==> images/gate_families.png <==
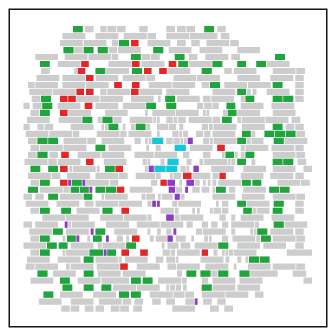
==> images/registers.png <==
Other sequential cells in the stronger gray, the rest of the logic in the fainter gray.
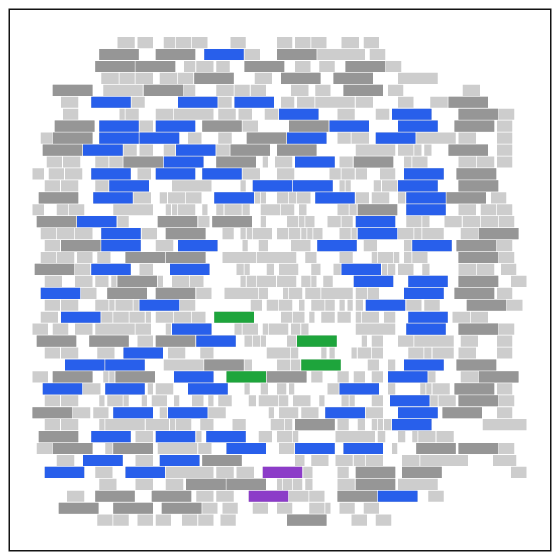
==> images/final_congestion.png <==
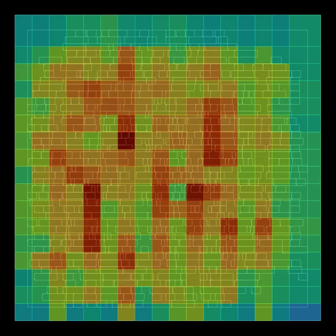
==> config.mk <==
export PLATFORM = sky130hd
export DESIGN_NAME = class_vector_packer
export DESIGN_NICKNAME = d
export VERILOG_FILES = /design/src/rtl/class_vector_packer_pkg.sv /design/src/rtl/class_vector_packer_score_narrow.sv /design/src/rtl/class_vector_packer.sv
export SDC_FILE = /design/constraint.sdc
export NUM_CORES = 1
export LEC_CHECK = 0
export CAP_MARGIN = 20
export CORE_MARGIN = 5
export CORE_UTILIZATION = 54
export DETAILED_ROUTE_END_ITERATION = 6
export GPL_ROUTABILITY_DRIVEN = 1
export GPL_TIMING_DRIVEN = 0
export PLACE_DENSITY = 0.8
export SLEW_MARGIN = 20
export SYNTH_ARGS = -nofsm -noshare
export SYNTH_HDL_FRONTEND = slang
export SYNTH_HIERARCHICAL = 1
export SYNTH_SLANG_ARGS = --single-unit
==> constraint.sdc <==
create_clock -name clk -period 2.6 [get_ports clk]
set_clock_uncertainty 0.2 [all_clocks]
set_input_delay 0.52 -clock clk [delete_from_list [all_inputs] [get_ports clk]]
set_output_delay 0.52 -clock clk [all_outputs]
set_load 0.05 [all_outputs]
==> summary.txt <==
Item: results of the latest flow run.

- The dominant cell type by area after synthesis is sky130_fd_sc_hd__dfrtp_1.
- The total overflow reported by the global router is 0.
- The most instantiated flip-flop cell in the synthesis netlist is sky130_fd_sc_hd__dfrtp_1.
- The die height is 123 um.
- For the pin with the worst max-slew slack, the measured transition is about 0.79 ns.
- The net count after synthesis is around 530.
- The post-cts repair resize count is 0.
- The report puts the hold buffer count at CTS at 1.
- The share of the Yosys chip area taken by registers is between 60% and 70%.
- According to the floorplan report, the placeable core area is 12600 um^2.
- The clock network burns 37.8% of the power.
- The flow ran to the end, and the final reports show no timing, DRC or antenna violations.
- Global routing used 22.3% of the available tracks across all layers.
- The count of clock tree sinks is 169.
- Among cell families on the critical path, the largest total delay comes from buffers and inverters.
- In this run the tool buffered the top-level ports with just under 90 buffer cells.
- The clock passes through at most 2 buffers.
- The detail-routed net length per standard cell is 19.6 um.
- The number of global-route vias before repair is 4736.
- The number of nets in the layout is 640.
- The number of diodes is 0.
- Entering global routing, the biggest net connects 102 pins.
- The number of nets with antenna violations after detailed routing is 0.
- The post-route netlist has roughly a quarter of its cells at a drive strength greater than 1.
- The setup slack at placement is -0.395 ns.
- The switching power as a share of total power is 28.7%.
- The startpoint type of the worst setup path is a flop.
- Once the clock tree was built, the setup fixing pass inserted 2 buffers.
- The net switching component of the power is ~1900 uW.
- The design draws 6800 uW.
- The overall die size recorded for this design is 15100 um^2.
- Detailed placement reports a standard cell area of 8030 um^2.
- For this block, the via count after detailed routing is 4435.
- The worst pin sits at a relative slew slack of 47.2%.
- Warnings reported by Yosys during synthesis add up to 6.
- The wire length of the first global-routing pass is 25700 um.
- Leaving out fill and tap cells, the most frequent cells in the layout are sky130_fd_sc_hd__dfrtp_1 (169), sky130_fd_sc_hd__mux2_2 (89), sky130_fd_sc_hd__clkdlybuf4s50_1 (85).
- For this block, the initial DRC count from the detailed router was around 240.
## Picture notes: gate_families.png
[cyan] adder and majority cells | cells: 5 | most used: ha_1 | where: center
[purple] NAND gates | cells: 22 | most used: nand2_1 | where: center
[red] AND-OR and OR-AND gates | cells: 33 | most used: a22o_1
[green] multiplexers | cells: 111 | most used: mux2_2 | where: all over the die
share of the final layout cell area in multi-input gates: 27.2%
count of non-filler cells in the finished layout: 798
Commonest Layout Cell: sky130_fd_sc_hd__dfrtp_1

## Picture notes: registers.png
[purple] `r_state` | flops: 2
[green] `r_idx` | flops: 4
[blue] `r_shadow` | flops: 80
fraction of the core area covered by cells at the end of the flow: 69.1%
power dissipated in sequential cells: 2950 uW
combined flip-flop and latch cell area: 4230 um^2
proportion of cell area occupied by registers: 48.7%

## Picture notes: final_congestion.png
met2 layer usage reported by global route: 36.3%
global-route met3 utilization: 5.90%
global routing usage on met1: 29.6%

==> worst register-to-register path: cells and delay by family (launching register included) <==
kind | cells | cell delay (ns)
adder cells (fa/ha/maj) | 1 | 0.29
buffers and inverters | 3 | 0.82
flip-flops | 1 | 0.50
multiplexers | 1 | 0.40
AND/OR/NAND/NOR | 1 | 0.10
==> kinds of logic (layout without fill, tap and decap cells) <==
kind of cell / Yosys count / after routing / share of synthesized area, %
DFF: 169 / 169 / 61.3
muxes: 111 / 111 / 17.8
AOI/OAI and AO/OA: 86 / 86 / 9.25
buffers and inverters: 69 / 193 / 4.61
and+or+nand+nor: 62 / 62 / 6.15
adders and majority gates: 5 / 5 / 0.907
==> per-stage QoR <==
| stage | util (%) | setup TNS, ns |
|---|---|---|
| finish | 69.1 | 0 |
| CTS | 68.9 | 0 |
| global route | 69.1 | 0 |
| detailed placement | 63.9 | -31.56 |
| global placement | 63.6 | -966.75 |
| floorplan | - | 0 |
==> routing by layer <==
layer	global-route usage, %	vias up	wire [um]
met5	0	-	0
met4	7.27	0	307
met3	5.90	22	938
met2	36.3	137	7670
met1	29.6	2263	6700
li1	-	2013	-
==> power by group through the flow <==
stage	clock [uW]	combinational, uW	sequential [uW]
finish	2570	1280	2950
global route	2720	1340	2980
CTS	2610	1290	2950
detailed placement	0	1280	3000
global placement	0	1250	2990
floorplan	0	295	3500
==> final cells by class <==
cell class | instances | area (um^2)
Sequential cell | 169 | 4230
Fill cell | 892 | 3890
Multi-Input combinational cell | 264 | 2360
Timing Repair Buffer | 92 | 943
Clock buffer | 22 | 464
Tap cell | 172 | 215
Buffer | 37 | 200
Clock inverter | 10 | 144
Inverter | 32 | 120
No activity file was given, so power comes from the tool's default toggle rates.
